==> config.mk <==
export PLATFORM = sky130hd
export DESIGN_NAME = trap_sequencer
export DESIGN_NICKNAME = d
export VERILOG_FILES = /design/src/rtl/trap_sequencer.sv
export SDC_FILE = /design/constraint.sdc
export NUM_CORES = 1
export LEC_CHECK = 0
export ABC_AREA = 1
export CAP_MARGIN = 20
export CORE_MARGIN = 1
export CORE_UTILIZATION = 46
export DETAILED_ROUTE_END_ITERATION = 8
export PLACE_DENSITY = 0.81
export SLEW_MARGIN = 10
export SYNTH_ARGS = -nofsm -noshare
export SYNTH_HDL_FRONTEND = slang
export SYNTH_SLANG_ARGS = --single-unit
export TNS_END_PERCENT = 1
==> constraint.sdc <==
create_clock -name i_clk -period 2.6 [get_ports i_clk]
set_clock_uncertainty 0.15 [all_clocks]
set_input_delay 0.39 -clock i_clk [delete_from_list [all_inputs] [get_ports i_clk]]
set_output_delay 0.39 -clock i_clk [all_outputs]
set_load 0.01 [all_outputs]
==> src/rtl/trap_sequencer.sv <==
// Machine-mode trap sequencer: on an exception or external interrupt it flushes the pipe,
// writes mepc/mcause/mtval/mstatus one per cycle, then redirects the PC to the handler.
module trap_sequencer (
   input  logic        i_clk,
   input  logic        i_rst,
   input  logic        i_exc_valid_m,
   input  logic [3:0]  i_exc_cause_m,
   input  logic [31:0] i_tval_m,
   input  logic [31:0] i_pc_m,
   input  logic        i_pc_valid_m,
   input  logic        i_irq_ext,
   input  logic [31:0] i_mstatus,
   input  logic        i_mie_meie,
   input  logic [31:0] i_mtvec,
   input  logic        i_mret_e,
   output logic        o_flush_all,
   output logic        o_pc_stall,
   output logic        o_redirect_valid,
   output logic [31:0] o_redirect_pc,
   output logic        o_csr_we,
   output logic [11:0] o_csr_addr,
   output logic [31:0] o_csr_wdata,
   output logic        o_busy
);

   typedef enum logic [2:0] {
      S_IDLE,
      S_FLUSH,
      S_W_MEPC,
      S_W_MCAUSE,
      S_W_MTVAL,
      S_W_MSTATUS,
      S_REDIRECT
   } state_t;

   localparam logic [11:0] CSR_MSTATUS = 12'h300;
   localparam logic [11:0] CSR_MEPC    = 12'h341;
   localparam logic [11:0] CSR_MCAUSE  = 12'h342;
   localparam logic [11:0] CSR_MTVAL   = 12'h343;
   localparam logic [3:0]  CAUSE_MEI   = 4'd11;

   state_t      state_q, state_d;
   logic [31:0] pc_q, pc_d;
   logic        irq_q, irq_d;
   logic [3:0]  cause_q, cause_d;
   logic [31:0] tval_q, tval_d;
   logic [31:0] mstatus_q, mstatus_d;
   logic [31:0] mtvec_q, mtvec_d;
   logic        take_exc, take_irq;
   logic [31:0] vec_base;

   // Trap entry: MPIE <- MIE, MIE <- 0, MPP <- machine.
   function automatic logic [31:0] trap_mstatus(input logic [31:0] m);
      logic [31:0] r;
      r       = m;
      r[7]    = m[3];
      r[3]    = 1'b0;
      r[12:11] = 2'b11;
      return r;
   endfunction

   always_comb begin
      take_exc  = i_exc_valid_m;
      take_irq  = i_irq_ext & i_mie_meie & i_mstatus[3] & i_pc_valid_m & ~i_mret_e & ~i_exc_valid_m;
      state_d   = state_q;
      pc_d      = pc_q;
      irq_d     = irq_q;
      cause_d   = cause_q;
      tval_d    = tval_q;
      mstatus_d = mstatus_q;
      mtvec_d   = mtvec_q;
      case (state_q)
         S_IDLE: begin
            if (take_exc || take_irq) begin
               state_d   = S_FLUSH;
               pc_d      = i_pc_m;
               irq_d     = take_irq;
               cause_d   = take_exc ? i_exc_cause_m : CAUSE_MEI;
               tval_d    = take_exc ? i_tval_m : 32'd0;
               mstatus_d = i_mstatus;
               mtvec_d   = i_mtvec;
            end
         end
         S_FLUSH:     state_d = S_W_MEPC;
         S_W_MEPC:    state_d = S_W_MCAUSE;
         S_W_MCAUSE:  state_d = S_W_MTVAL;
         S_W_MTVAL:   state_d = S_W_MSTATUS;
         S_W_MSTATUS: state_d = S_REDIRECT;
         default:     state_d = S_IDLE;
      endcase
   end

   always_ff @(posedge i_clk) begin
      if (i_rst) begin
         state_q   <= S_IDLE;
         pc_q      <= '0;
         irq_q     <= 1'b0;
         cause_q   <= '0;
         tval_q    <= '0;
         mstatus_q <= '0;
         mtvec_q   <= '0;
      end else begin
         state_q   <= state_d;
         pc_q      <= pc_d;
         irq_q     <= irq_d;
         cause_q   <= cause_d;
         tval_q    <= tval_d;
         mstatus_q <= mstatus_d;
         mtvec_q   <= mtvec_d;
      end
   end

   // Vectored mode only applies to interrupts; exceptions always land on the base.
   assign vec_base = {mtvec_q[31:2], 2'b00};

   always_comb begin
      o_busy           = (state_q != S_IDLE);
      o_flush_all      = (state_q != S_IDLE);
      o_pc_stall       = 1'b0;
      o_redirect_valid = 1'b0;
      o_redirect_pc    = 32'd0;
      o_csr_we         = 1'b0;
      o_csr_addr       = 12'd0;
      o_csr_wdata      = 32'd0;
      case (state_q)
         S_FLUSH: o_pc_stall = 1'b1;
         S_W_MEPC: begin
            o_pc_stall  = 1'b1;
            o_csr_we    = 1'b1;
            o_csr_addr  = CSR_MEPC;
            o_csr_wdata = pc_q & 32'hFFFF_FFFC;
         end
         S_W_MCAUSE: begin
            o_pc_stall  = 1'b1;
            o_csr_we    = 1'b1;
            o_csr_addr  = CSR_MCAUSE;
            o_csr_wdata = {irq_q, 27'd0, cause_q};
         end
         S_W_MTVAL: begin
            o_pc_stall  = 1'b1;
            o_csr_we    = 1'b1;
            o_csr_addr  = CSR_MTVAL;
            o_csr_wdata = tval_q;
         end
         S_W_MSTATUS: begin
            o_pc_stall  = 1'b1;
            o_csr_we    = 1'b1;
            o_csr_addr  = CSR_MSTATUS;
            o_csr_wdata = trap_mstatus(mstatus_q);
         end
         S_REDIRECT: begin
            o_redirect_valid = 1'b1;
            if (irq_q && (mtvec_q[1:0] == 2'b01))
               o_redirect_pc = vec_base + {26'd0, cause_q, 2'b00};
            else
               o_redirect_pc = vec_base;
         end
         default: ;
      endcase
   end

endmodule

==> run_1/placed.png <==
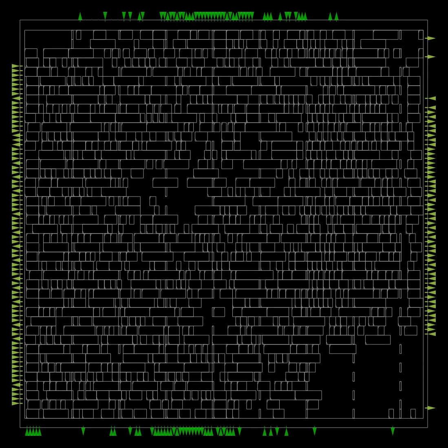
fill cell total of the finished layout: 1155
Layout Utilization: 69.4%
number of well taps: 176

==> run_1/layers.png <==
Scale bar: 20 um.
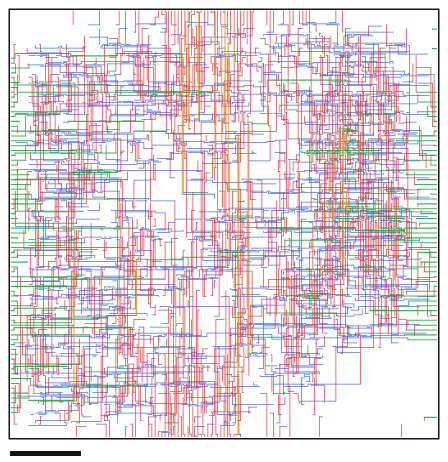
- M3: green (wire length 1710 um)
- M4: orange (wire length 619 um)
- M1: blue (wire length 7830 um)
- M2: red (wire length 9560 um)

==> run_1/port_trees.png <==
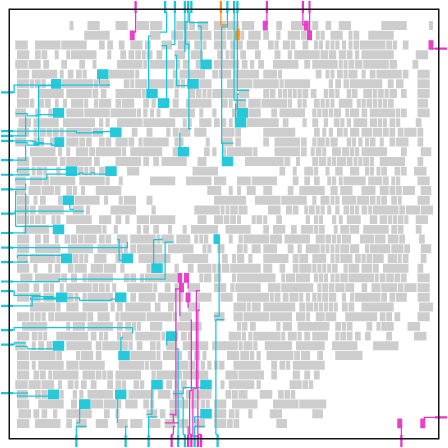
- o_csr_addr: magenta (bits 12; direction output; end cells 11; buffers 5; wire 211 um)
- o_csr_wdata: cyan (bits 32; direction output; end cells 32; buffers 32; wire 901 um)
- i_mret_e: orange (bits 1; direction input; end cells 1; buffers 1; wire 7.80 um)

==> run 1: synthesized netlist by cell type (all sizes together) <==
library cell and count:
xor2 1, nor3 8, nor2 54, nand3b 1, o21ai 98, nor4 1
o2111ai 1, clkbuf 19, o221ai 28, nand2 199, fa 1, conb 1
inv 125, o21a 2, ha 4, nand3 38, o211ai 6, a21oi 141
a22oi 1, nor3b 1, nand4 10, dfxtp 131, buf 47
==> run 1: stage by stage <==
| stage | hold slack, ns | cell area (um2) |
|---|---|---|
| 2_1_floorplan | 0.279 | 6430 |
| 3_3_place_gp | 0.288 | 8630 |
| 3_5_place_dp | 0.295 | 8630 |
| 4_1_cts | 0.299 | 9240 |
| 5_1_grt | 0.319 | 9300 |
| 6_report | 0.302 | 9310 |
==> results_slide.txt, run 1 <==
Synthesis and Place & Route Summary

Synthesis
  – Post-synth top area cell: dfxtp_1
  – Netlist area before placement: 6400 um2
  – Post-synthesis simple-gate area fraction: 20.7%
  – AND-OR/OR-AND Cells, Area Fraction: 23.7%
  – Register share after synthesis: 41.0%

Layout
  – Non-clock buffer count in the final layout: 245
  – Number of clock buffers in the layout: 21
  – Registers with the highest flip-flop counts: mtvec_q x32, tval_q x32, pc_q x30
  – Fraction of final layout cells with drive strength greater than 1: 13.2%
  – Post-route non-filler standard cell count: 1312
  – FF/Latch Area: 2640 um2
  – Synth-to-Final Area Change: 45.4%
  – Comb area share: 33.7%
  – Layout buffering overhead excluding clock cells: 24.3%

Power
  – Flop pwr share: 41.0%
  – Final Total Pwr: 0.00580 W

Worst setup path
  – Endpoint of the worst setup timing path: o_redirect_pc[16]
  – CP cell instances: ha_4 -> fa_2 -> nand2_2 -> nor2_4 -> nor2_4 -> nor2_4 -> nand2_4 -> nor2_1 -> a21oi_1 -> o21a_1 -> clkdlybuf4s15_2
  – First element of the critical path: cause_q[0]$_SDFFE_PP0P_
  – Worst Reg2Reg Path Length in Cells: 7
  – Critical path peak fanout: 3
  – CP Class: reg2out

Placement
  – Port-buffer cells: 205
  – Final weighted congestion in routability-driven placement: 0.930

GRT
  – Global-route met1 utilization: 30.9%

Job
  – Number of warning messages in the logs: 36
  – Total of max-cap violations: 0

Run status
  – Run status: complete, but fails checks
  – Violations in the final reports: setup timing

Hold path
  – End of the worst hold path: mstatus_q[20]$_SDFFE_PP0P_

Routing
  – Routed length on met2: 9.56 mm
  – Final Routed Wirelength: 19.7 mm
  – Number of nets still failing antenna checks after routing: 0

Timing
  – Slack of the critical path: -0.189 ns
  – Final setup violating endpoints: 21
  – Setup tns final: -2.19 ns

Floorplan
  – Vertical die size: 120 um
  – Total die size: 14400 um2

CTS
  – Reg clk slew, reported paths: 0.06 ns
  – Post-CTS sizing: 137
==> run_1/clock_wires.png <==
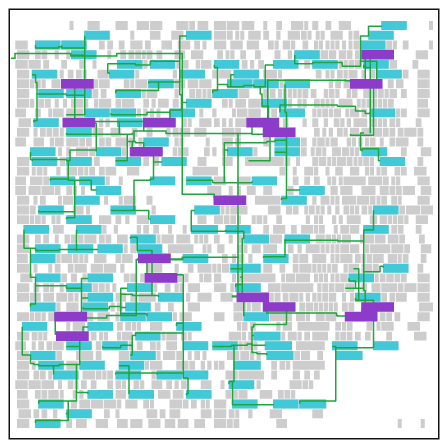

==> inputs of run 2 (changes only) <==
- clock period: 2.6 -> 2.7 ns (I/O delays scaled with it)
==> run_2/clock_wires.png <==
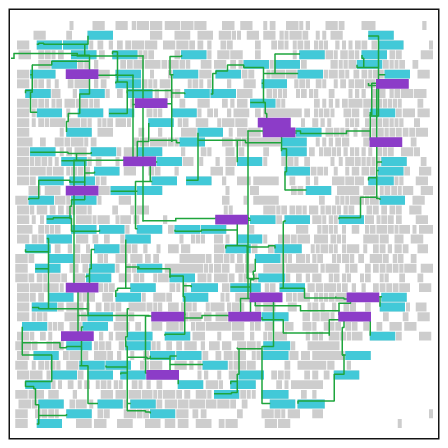
- flip-flops: cyan (count 131)
- clock-net drivers: purple (count 17)
- clock wires: green (length 1610 um)
- routed clock nets: 18

==> run_2/placed.png <==
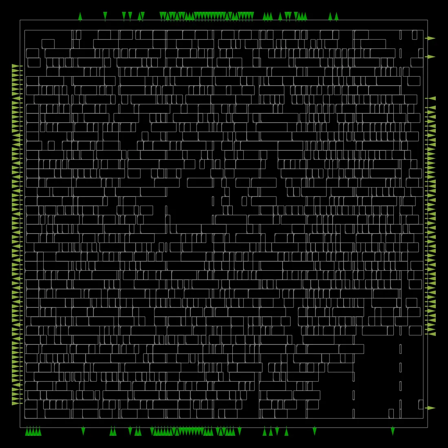
placeable core region: 13400 um2
FP Rows: 42
FF+latch count: 131
fill cell total of the finished layout: 1084
post-route non-filler standard cell count: 1307

==> run_2/port_trees.png <==
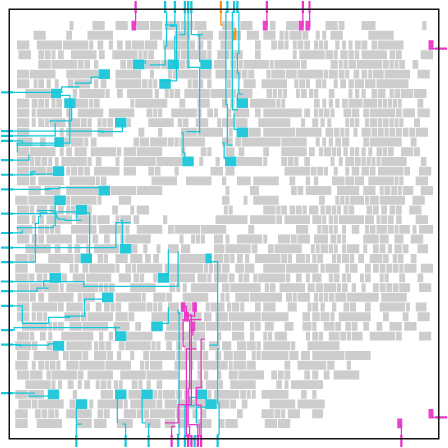
- i_mret_e: orange (bits 1; direction input; end cells 1; buffers 1; wire 6.90 um)
- o_csr_addr: magenta (bits 12; direction output; end cells 11; buffers 5; wire 186 um)
- o_csr_wdata: cyan (bits 32; direction output; end cells 32; buffers 32; wire 916 um)

==> results_slide.txt, run 2 <==
Synthesis and Place & Route Summary

Run status
  – Run status: complete, but fails checks
  – Violations in the final reports: setup timing

Layout
  – Registers with the highest flip-flop counts: mtvec_q x32, tval_q x32, pc_q x30
  – Most frequent cells in the layout: 186 x nand2_1, 141 x clkdlybuf4s50_1, 140 x a21oi_1
  – Most instantiated logic cell after routing: nand2_1
  – Synth-to-Final Area Change: 46.4%
  – Area of all placed cells without fillers: 9370 um2
  – # diodes: 0
  – Layout net count: 1262
  – Fraction of final layout cells with drive strength greater than 1: 12.3%
  – Layout Utilization: 70.0%

Timing
  – Fin. Hold Viols: 0
  – Slack of the critical path: -0.0380 ns
  – Final setup violating endpoints: 5
  – Worst-Margin Slew: 0.529 ns
  – Worst hold slack: 0.300 ns
  – Setup tns final: -0.114 ns

GRT
  – Global-route met3 utilization: 8.27%
  – Maximum number of pins on one net before global-route repair: 106
  – Global-route met1 utilization: 30.5%
  – Antenna violations before repair: 0

Routing
  – Number of nets still failing antenna checks after routing: 0
  – Routed length on met2: 9.52 mm
  – Detailed Routing Iterations Pass 1: 8
  – Wire length per cell: 15.0 um
  – Final Routed Wirelength: 19.6 mm
  – Via count: 6913

Synthesis
  – Chip area from the yosys synthesis statistics: 6400 um2
  – Fraction of synthesis flops using an asynchronous set or reset pin: 0%
  – Dominant cell by count in the synthesized netlist: nand2_1
  – Cell types with the highest counts after synthesis: 196 x nand2_1, 141 x a21oi_1, 131 x dfxtp_1
  – Dominant register cell in the synthesized netlist: dfxtp_1
  – Proportion of netlist area held by the largest area contributor: 41.0%
  – Netlist area before placement: 6400 um2
  – Flip-flops with a built-in enable: 0
  – Post-synthesis simple-gate area fraction: 20.7%
  – Mean post-synth cell area: 6.97 um2
  – AND-OR/OR-AND Cells, Area Fraction: 23.7%
  – Register share after synthesis: 41.0%
  – Post-synth top area cell: dfxtp_1
  – Synthesized instance count: 918

Placement
  – Final weighted congestion in routability-driven placement: 0.931
  – Number of placed instances, taps included: 1272
  – Post-detailed-placement half-perimeter wirelength: 13.3 mm
  – Port-buffer cells: 205
  – Post-detailed-placement cell area: 8600 um2

Power
  – Power Dens Cells: 615 nW/um2
  – Final Total Pwr: 0.00576 W
  – Static leakage: 4.21 nW

Worst setup path
  – Family with the most delay on the worst path: simple AND/OR/NAND/NOR gates
  – Startpoint of the most critical register-to-register path: state_q[2]$_SDFFE_PP0P_
  – Endpoint of the worst setup timing path: o_redirect_pc[20]
  – Arrival time at the worst endpoint: 2.18 ns
  – R2R Setup Slk: 0.83 ns
  – Cell depth of the worst setup path: 14
  – Worst Reg2Reg Path Length in Cells: 7
  – First element of the critical path: mtvec_q[2]$_SDFFE_PP0P_
  – CP Class: reg2out
  – CP cell instances: ha_4 -> fa_2 -> nand2_2 -> nor2_2 -> nor2_2 -> nor2_4 -> nand2_2 -> nor2_4 -> buf_6 -> nand2_2 -> nand2_1 -> nand2_1 -> nor2_1 -> buf_2
  – Critical path peak fanout: 4

Floorplan
  – I/O pin total: 220
  – Total die size: 14400 um2
  – Vertical die size: 120 um

Hold path
  – End of the worst hold path: pc_q[21]$_SDFFE_PP0P_

CTS
  – Inserted Clock Buffers: 17
  – Reg clk slew, reported paths: 0.06 ns

Job
  – Number of warning messages in the logs: 37
  – Total of max-cap violations: 0
-- run 2: cell counts after synthesis --
No cell type changed its count.
-- run 2: power breakdown --
group          internal [W]  switching (W)  total (W)
sequential          0.00216       0.000130    0.00229
combinational      0.000473       0.000595    0.00107
clock               0.00153       0.000867    0.00240
-- run 2: layout make-up --
class | instances | area (um2)
sequential | 131 | 2640
fill | 1084 | 4030
multi-input combinational | 604 | 3110
tap | 176 | 220
clock buffer | 22 | 474
timing repair buffer | 239 | 2310
inverter | 125 | 474
clock inverter | 10 | 145
-- run 2: repair_timing --
action	4_1_cts	5_1_grt
gates cloned	0	0
endpoints found under the hold margin	0	0
buffers inserted	3	0
pin swaps	4	6
resized	113	57
setup endpoints to repair	66	53
==> run_2/layers.png <==
Scale bar: 20 um.
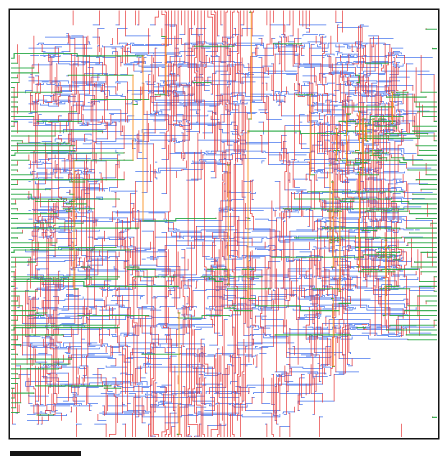

==> inputs of run 3 (changes only) <==
- CORE_MARGIN: 1 -> 10
- CORE_UTILIZATION: 46 -> 49
- PLACE_DENSITY: 0.81 -> 0.86
- clock period: 2.7 -> 3.4 ns (I/O delays scaled with it)
==> run_3/layers.png <==
Scale bar: 50 um.
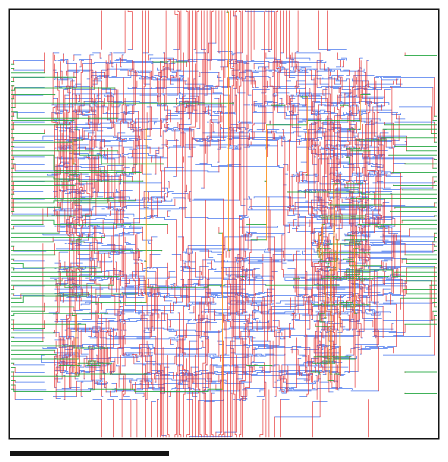
- M2: red (wire length 10400 um)
- M3: green (wire length 2230 um)
- M4: orange (wire length 438 um)
- M1: blue (wire length 8370 um)

==> run_3/port_trees.png <==
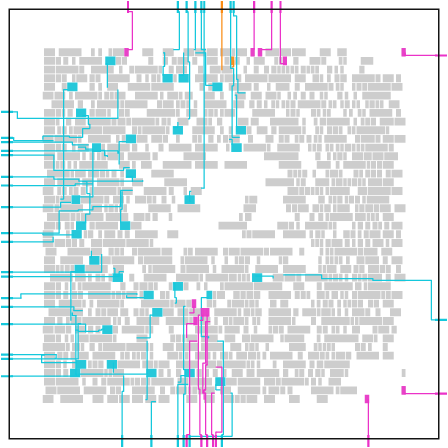
- i_mret_e: orange (bits 1; direction input; end cells 1; buffers 1; wire 21.1 um)
- o_csr_addr: magenta (bits 12; direction output; end cells 11; buffers 5; wire 289 um)
- o_csr_wdata: cyan (bits 32; direction output; end cells 32; buffers 32; wire 1340 um)

==> results_slide.txt, run 3 <==
Synthesis and Place & Route Summary

Timing
  – Worst hold slack: 0.301 ns
  – Fin. Hold Viols: 0
  – Final setup violating endpoints: 0
  – Worst-Margin Slew: 0.686 ns

Placement
  – Number of placed instances, taps included: 1249
  – Post-detailed-placement cell area: 8470 um2
  – Post-detailed-placement half-perimeter wirelength: 15.3 mm

Layout
  – Number of clock buffers in the layout: 19
  – Non-clock buffer count in the final layout: 218
  – Fill cell total of the finished layout: 1083
  – # diodes: 2
  – Layout Utilization: 71.5%
  – Comb gates: 604
  – Most frequent cells in the layout: 194 x nand2_1, 191 x clkdlybuf4s50_1, 140 x a21oi_1
  – Layout net count: 1241
  – Synth-to-Final Area Change: 42.2%
  – Area of the multi-input gates: 3000 um2
  – Dominant class by area: multi-input combinational cells
  – Fraction of final layout cells with drive strength greater than 1: 5.97%
  – Post-route non-filler standard cell count: 1280
  – Registers with the highest flip-flop counts: mtvec_q x32, tval_q x32, pc_q x30
  – Comb area share: 33.0%
  – Inverters, non-clock: 125
  – FF/Latch Area: 2620 um2

Power
  – Switching portion of total power: 28.0%
  – Static leakage: 3.73 nW
  – Switching power: 0.00123 W
  – Final Total Pwr: 0.00440 W
  – Gate power share: 19.0%
  – Flop pwr share: 41.2%
  – Power Dens Cells: 483 nW/um2
  – Cell internal pwr: 0.00316 W
  – Proportion of power drawn by the clock network: 39.7%

Synthesis
  – Fraction of synthesis flops using an asynchronous set or reset pin: 0%
  – AND-OR/OR-AND Cells, Area Fraction: 23.7%
  – Post-synth top area cell: dfxtp_1
  – Register share after synthesis: 41.0%
  – Cell types with the highest counts after synthesis: 196 x nand2_1, 141 x a21oi_1, 131 x dfxtp_1
  – Netlist area before placement: 6400 um2
  – Post-synthesis simple-gate area fraction: 20.7%
  – Dominant cell by count in the synthesized netlist: nand2_1
  – Chip area from the yosys synthesis statistics: 6400 um2
  – Proportion of netlist area held by the largest area contributor: 41.0%

Worst setup path
  – Critical path peak fanout: 7
  – Family with the most delay on the worst path: simple AND/OR/NAND/NOR gates
  – Worst Reg2Reg Path Length in Cells: 7
  – Startpoint of the most critical register-to-register path: state_q[0]$_SDFFE_PP0P_
  – Cell depth of the worst setup path: 10
  – CP cell instances: ha_2 -> inv_1 -> nand2_1 -> nand3_1 -> nand2_4 -> nand3_4 -> nor2_4 -> o21ai_0 -> nor2_1 -> clkdlybuf4s50_1
  – Endpoint of the worst setup timing path: o_redirect_pc[23]
  – Arrival time at the worst endpoint: 2.66 ns
  – CP Class: reg2out

Floorplan
  – Number of well taps: 172
  – I/O pin total: 220
  – Total die size: 18000 um2
  – Vertical die size: 134 um

Routing
  – Routed length on met2: 10.4 mm
  – Final Routed Wirelength: 21.5 mm
  – Wire length per cell: 16.8 um
  – Number of nets still failing antenna checks after routing: 0

CTS
  – Inserted Clock Buffers: 17
  – Reg clk slew, reported paths: 0.05 ns

GRT
  – Maximum number of pins on one net before global-route repair: 77

Run status
  – Run status: finished, final reports clean

Job
  – Number of warning messages in the logs: 33

Hold path
  – End of the worst hold path: pc_q[3]$_SDFFE_PP0P_
==> run_3/clock_wires.png <==
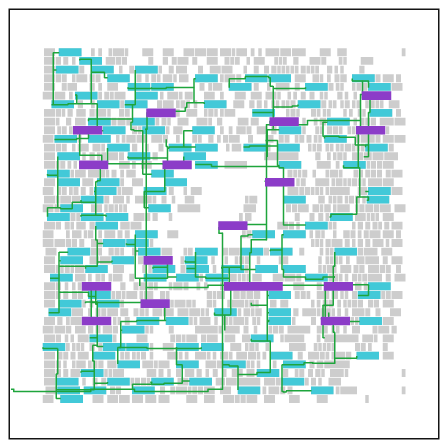
- clock wires: green (length 1640 um)
- flip-flops: cyan (count 131)
- clock-net drivers: purple (count 17)
- flops lie: all over the die

-- run 3: cell counts after synthesis --
No cell type changed its count.
-- run 3: timing repair --
action                                  in CTS  in global routing
endpoints found under the setup margin       8                 15
setup buffers                                0                  1
gates resized                                5                 19
pin swaps                                    0                  2
-- run 3: power by group through the flow --
stage | Combinational, W | Sequential, W | Clock [W]
6_report | 0.000837 | 0.00181 | 0.00175
4_1_cts | 0.000838 | 0.00181 | 0.00176
2_1_floorplan | 0.000519 | 0.00181 | 0
3_5_place_dp | 0.000829 | 0.00184 | 0
5_1_grt | 0.000933 | 0.00183 | 0.00184
3_3_place_gp | 0.000810 | 0.00183 | 0
Power is estimated from default activity; no workload was simulated.
